Design divider_32, sky130hd; sources not shown.
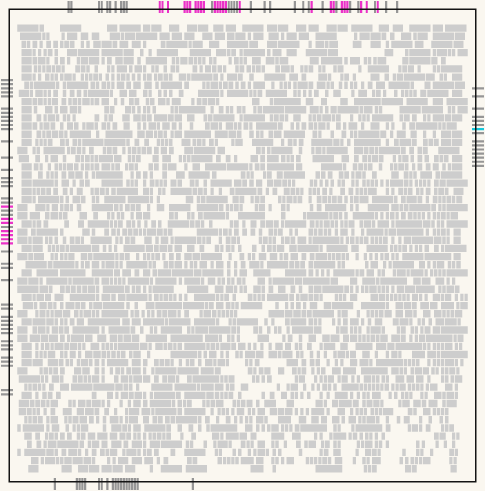
*Pin placement*
(3 px per µm) Pins as bars across the die edge, other pins in grey.
colour	port	pins	direction	edge
cyan	o_done	1	output	right
magenta	o_quotient	32	output	25 top, 7 left
chip height: 157 µm
number of buffers added on ports: 134
width of the die: 155 µm

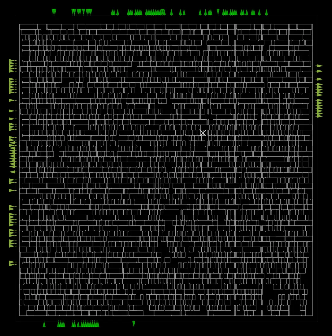
*Placed standard cells*
area of the core region: 22500 µm²
fraction of area in registers: 20.4%

==> notes.md <==
The flow ran to the end, but the final reports show violations. The checks that failed: DRC. With the post-CTS clock slew at the launch and capture registers of the worst setup and hold paths at 80 ps, the post-route DRC violation count is 2.

In this run the critical path is formed by inv_2 > ha_4 > nand2_1 > inv_2 > nand2_1 > nor3_4 > nand2_2 > nand2_4 > nand2_4 > buf_8 > a21oi_4 > buf_12 > nand2_1 > nand3_1 > nand2_1 > inv_1. The worst setup path is launched from a flip-flop. Counting the clock-network buffers in the layout gives 19. The run gives 1.05 as the routability congestion estimate.

The power group with the largest share is combinational cells. Leaving out fill and tap cells, the most frequent cells in the layout are nand2_1 (626), inv_1 (335), buf_4 (214). The routed design could run at a clock period as short as 2360 ps. The clock network accounts for 21.2% of the total power.

Per the breakdown, switching nets consume 45.0% of all power. After synthesis, the largest family of logic cells by area is simple AND/OR/NAND/NOR gates. The fraction of final cell area spent on clock buffers and inverters in this run is 3.57%.

Multi-input gates account for 48.0% of the area. TritonCTS built the clock tree. The number of maximum-capacitance violations recorded for the run is 0. The share of Yosys cell area claimed by the top area cell type came out at 26.5%. Setup slack on the critical path of the routed design comes to 88.4 ps.

With the estimated wirelength of the detail-placed design at 37.3 mm, the worst-skew pair later-pin latency is 450 ps.
==> metal layers <==
layer	routed length (µm)	vias to the layer above	global-route usage, %
li1	-	7748	-
met1	20600	7408	54.2
met2	21000	891	61.7
met3	5150	131	5.81
met4	1670	0	13.5
met5	0	-	-
==> what timing repair did <==
item                       4_1_cts  5_1_grt
hold buffers                     0        0
setup endpoints to repair       24       37
gates cloned                     0        0
resized                          7       61
pin swaps                        0       13
buffers inserted                 0        7
==> metrics by stage <==
step / cells / cell area (µm²) / setup TNS [ps] / util (%)
6_report: 2826 / 17200 / 0 / 76.2
5_1_grt: 2825 / 17200 / -314 / 76.2
4_1_cts: 2818 / 16800 / 0 / 74.7
3_5_place_dp: 2786 / 16200 / -4750 / 71.9
3_3_place_gp: 2786 / 16200 / -1720 / 71.9
2_1_floorplan: 2233 / 13100 / 0 / -
No activity file was given, so power comes from the tool's default toggle rates.
